$ cat src/rtl/axis_out_packer_pkg.sv
`default_nettype none
// +--------------------------------------------------------------------+
// | Module  : axis_out_packer_pkg                                       |
// | Brief   : Shared defaults, state type and derived-constant helpers  |
// |           for the AXI-Stream wide-to-narrow packer.                 |
// | Rev     : 1.0  initial release                                      |
// +--------------------------------------------------------------------+
package axis_out_packer_pkg;

  // Default geometry; every instance may override these through its parameters.
  localparam int unsigned C_S_WORDS     = 32;
  localparam int unsigned C_M_WORDS     = 8;
  localparam int unsigned C_WORD_WIDTH  = 32;
  localparam int unsigned C_USER_WIDTH  = 8;
  localparam int unsigned C_I_IS_CONFIG = 0;

  typedef enum logic [0:0] {
    ST_EMPTY = 1'b0,
    ST_SEND  = 1'b1
  } state_t;

  // Number of output slices per input beat.
  function automatic int unsigned calc_ns(input int unsigned s_words, input int unsigned m_words);
    return (s_words + m_words - 1) / m_words;
  endfunction

  // Words carried by the final slice (a full slice when the split is exact).
  function automatic int unsigned calc_tail_words(input int unsigned s_words, input int unsigned m_words);
    return ((s_words % m_words) == 0) ? m_words : (s_words % m_words);
  endfunction

  // Index width that never collapses to zero bits.
  function automatic int unsigned calc_idx_w(input int unsigned n);
    return (n <= 1) ? 1 : $clog2(n);
  endfunction

endpackage
`default_nettype wire

$ cat src/rtl/axis_out_packer.sv
`default_nettype none
// +--------------------------------------------------------------------+
// | Module  : axis_out_packer                                           |
// | Brief   : Holds one wide AXI-Stream beat and replays it as          |
// |           ceil(S_WORDS/M_WORDS) narrow beats, LSB word first.       |
// |           Config-marked beats are accepted and dropped.             |
// | Rev     : 1.0  initial release                                      |
// +--------------------------------------------------------------------+
module axis_out_packer
  import axis_out_packer_pkg::*;
#(
  parameter int unsigned S_WORDS     = C_S_WORDS,
  parameter int unsigned M_WORDS     = C_M_WORDS,
  parameter int unsigned WORD_WIDTH  = C_WORD_WIDTH,
  parameter int unsigned USER_WIDTH  = C_USER_WIDTH,
  parameter int unsigned I_IS_CONFIG = C_I_IS_CONFIG
) (
  input  logic                          clk,
  input  logic                          rst,
  input  logic                          s_valid,
  output logic                          s_ready,
  input  logic [S_WORDS*WORD_WIDTH-1:0] s_data,
  input  logic [USER_WIDTH-1:0]         s_user,
  input  logic                          s_last,
  output logic                          m_valid,
  input  logic                          m_ready,
  output logic [M_WORDS*WORD_WIDTH-1:0] m_data,
  output logic [M_WORDS-1:0]            m_keep,
  output logic                          m_last
);

  localparam int unsigned C_NS         = calc_ns(S_WORDS, M_WORDS);
  localparam int unsigned C_TAIL_WORDS = calc_tail_words(S_WORDS, M_WORDS);
  localparam int unsigned C_CNT_W      = calc_idx_w(C_NS);
  localparam int unsigned C_IN_W       = S_WORDS * WORD_WIDTH;
  localparam int unsigned C_SLICE_W    = M_WORDS * WORD_WIDTH;
  localparam int unsigned C_HOLD_W     = C_NS * C_SLICE_W;
  localparam int unsigned C_IDX_W      = calc_idx_w(C_HOLD_W);

  localparam logic [M_WORDS-1:0] C_FULL_KEEP = {M_WORDS{1'b1}};
  localparam logic [M_WORDS-1:0] C_TAIL_KEEP = {M_WORDS{1'b1}} >> (M_WORDS - C_TAIL_WORDS);
  localparam logic [C_CNT_W-1:0] C_LAST_CNT  = C_CNT_W'(C_NS - 1);

  state_t                 r_state;
  logic [C_CNT_W-1:0]     r_cnt;
  logic [C_HOLD_W-1:0]    r_data;
  logic                   r_last;

  logic [C_HOLD_W-1:0]    w_s_padded;
  logic [C_IDX_W-1:0]     w_base;
  logic                   w_last_slice;
  logic                   w_s_fire;
  logic                   w_load;
  logic                   w_m_fire;
  logic                   w_unused_user;

  // The held copy is padded to a whole number of slices; the pad stays zero
  // so the unkept words of the final slice read as zero.
  generate
    if (C_HOLD_W > C_IN_W) begin : g_pad
      assign w_s_padded = {{(C_HOLD_W - C_IN_W){1'b0}}, s_data};
    end else begin : g_nopad
      assign w_s_padded = s_data;
    end
  endgenerate

  // Only the config bit of s_user steers behaviour.
  assign w_unused_user = ^s_user;

  assign w_last_slice = (r_cnt == C_LAST_CNT);
  assign m_valid      = (r_state == ST_SEND);
  // Ready never looks at s_valid: free when empty, or when the final slice leaves now.
  assign s_ready      = (r_state == ST_EMPTY) || (w_last_slice && m_ready);
  assign w_s_fire     = s_valid && s_ready;
  assign w_load       = w_s_fire && !s_user[I_IS_CONFIG];
  assign w_m_fire     = m_valid && m_ready;

  assign w_base = C_IDX_W'(r_cnt * C_SLICE_W);
  assign m_data = r_data[w_base +: C_SLICE_W];
  assign m_keep = m_valid ? (w_last_slice ? C_TAIL_KEEP : C_FULL_KEEP) : '0;
  assign m_last = m_valid && r_last && w_last_slice;

  // Hold/replay state machine: load a beat, step the slice counter per transfer.
  always_ff @(posedge clk) begin
    if (rst) begin
      r_state <= ST_EMPTY;
      r_cnt   <= '0;
      r_data  <= '0;
      r_last  <= 1'b0;
    end else begin
      case (r_state)
        ST_EMPTY: begin
          if (w_load) begin
            r_state <= ST_SEND;
            r_cnt   <= '0;
            r_data  <= w_s_padded;
            r_last  <= s_last;
          end
        end
        ST_SEND: begin
          if (w_m_fire) begin
            if (w_last_slice) begin
              r_cnt <= '0;
              if (w_load) begin
                r_data <= w_s_padded;
                r_last <= s_last;
              end else begin
                r_state <= ST_EMPTY;
              end
            end else begin
              r_cnt <= r_cnt + C_CNT_W'(1);
            end
          end
        end
        default: r_state <= ST_EMPTY;
      endcase
    end
  end

endmodule
`default_nettype wire

$ cat config.mk
export PLATFORM = sky130hd
export DESIGN_NAME = axis_out_packer
export DESIGN_NICKNAME = d
export VERILOG_FILES = /design/src/rtl/axis_out_packer_pkg.sv /design/src/rtl/axis_out_packer.sv
export SDC_FILE = /design/constraint.sdc
export NUM_CORES = 2
export LEC_CHECK = 0
export CAP_MARGIN = 30
export CORE_AREA = 3 3 500 502
export CTS_BUF_LIST = sky130_fd_sc_hd__clkbuf_2 sky130_fd_sc_hd__clkbuf_4 sky130_fd_sc_hd__clkbuf_8
export DETAILED_ROUTE_END_ITERATION = 12
export DIE_AREA = 0 0 503 505
export PLACE_DENSITY = 0.47
export SLEW_MARGIN = 15
export SYNTH_ARGS = -nofsm -noshare
export SYNTH_HDL_FRONTEND = slang
export SYNTH_SLANG_ARGS = --single-unit
$ cat constraint.sdc
create_clock -name clk -period 1.7 [get_ports clk]
set_input_delay 0.17 -clock clk [delete_from_list [all_inputs] [get_ports clk]]
set_output_delay 0.17 -clock clk [all_outputs]
set_load 0.005 [all_outputs]
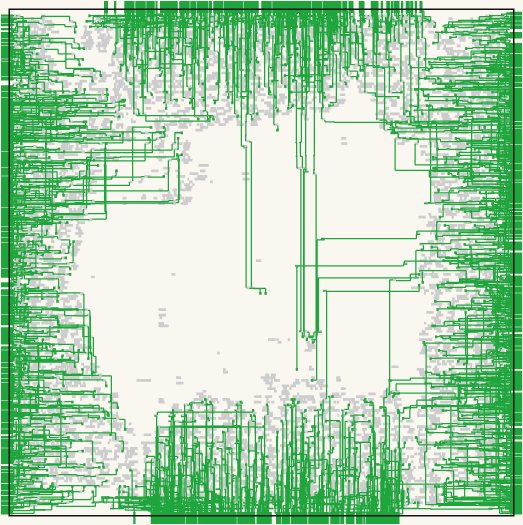
Fig. 1. Nets reached from selected ports.
Drawn at 1 px/um.
`s_data` -> green  # bits 1024, direction input, edge 306 east, 305 west, 207 north, 206 south, end cells 1024, wire 74.3 mm
total of buffers placed on input and output ports: 1296
Top-Level Pins: 1304

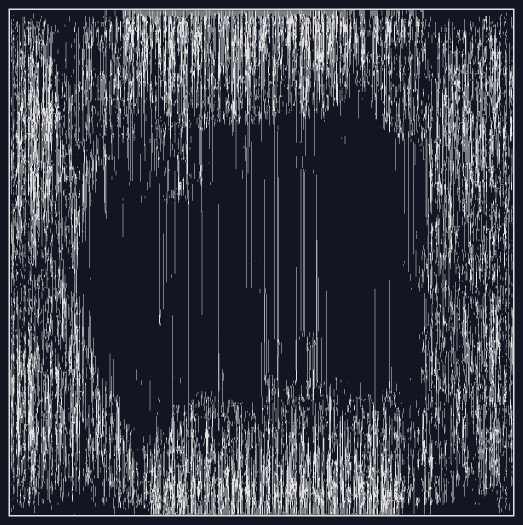
Fig. 2. Metal 2.
Drawn at 1 px/um.
main direction = vertical
share of all routed wire = 48%
total detailed-routing wirelength: 227000 um
met2 Usage GRT: 0.296
total vias in the final route: 43.4k

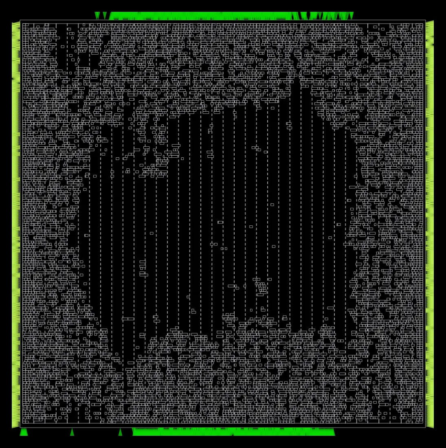
Fig. 3. Placed standard cells.
Util after Layout: 0.345
number of filler instances in the final layout: 24.8k
Core Footprint: 246000 um2

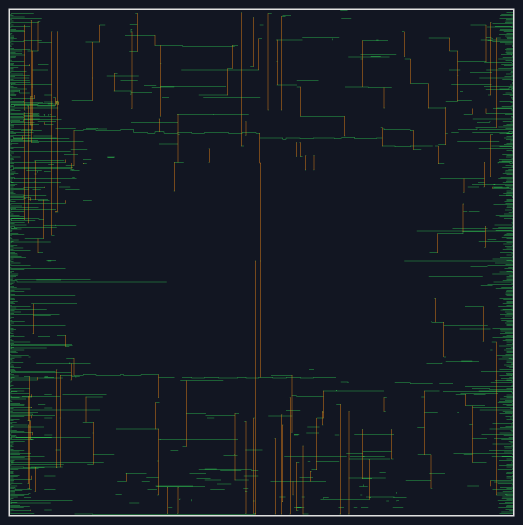
Fig. 4. Routed metal, one color a layer.
Drawn at 1 px/um. Only two layers are drawn.
M4 -> orange  # wire length 5780 um
M3 -> green  # wire length 14400 um
wire per inst: 21.4 um
Total Routing Usage GR: 0.172

==> impl_metrics.csv <==
group,metric,value,unit
run_status,status,"finished with violations",
run_status,violated_checks,"negative setup slack",
clock_tree,clk_transition_reported_paths,0.05,ns
pwr,share_seq_of_total_power,0.402,
yosys,ys_top_cells_by_count,"nand2b_1 (2051), dfxtp_1 (1028), mux2i_1 (1025)",
yosys,synthesized_area_fraction_occupied_by_adder_cells,0.000242,
min_path,hold_end,"r_cnt[0]",
pwr,power.share.clock,0.420,
floorplan,fp.dieH,505,um
layout,commonest_cells_after_routing_fill_and_taps_aside,"nand2b_1 (2051), clkdlybuf4s50_1 (1118), dlygate4sd3_1 (1028)",
critical_path,critical_path.top_delay_family,"buffers and inverters",
critical_path,critical_path.cell_chain,"buf_16, buf_6, mux4_2, clkdlybuf4s50_1",
layout,area_growth_syn_to_layout,64.1,%
pwr,power.combinational.total,0.0117,W
yosys,ys_sh_xor,0,
sta,setup_slack,-1.30,ns
route,wl_met1,97400,um
yosys,avgSynthCellArea,10.8,um2
critical_path,critical_path_class,"register to output pin",
sta,tightestPinTransition,0.631,ns
route,drtPass1Iterations,5,
yosys,top_cells_by_area,"dfxtp_1 (40%), nand2b_1 (25%), mux2i_1 (20%), mux4_2 (11%), clkbuf_1 (1.7%)",
pwr,share_comb_of_total_power,0.178,
global_route,grt_pass1_wl,324000,um
placement,post-dp-hpwl,174000,um
sta,final.min_clock_period,3.00,ns
sta,final_count_of_negative_setup_slack_endpoints,1294,
route,avgViaCountPerCell,4.09,
pwr,power.share.switching,0.265,
sta,final-hold-violation-count,0,
floorplan,tapcell.inserted,3220,
layout,fin_area,84800,um2
No activity file was given, so power comes from the tool's default toggle rates.
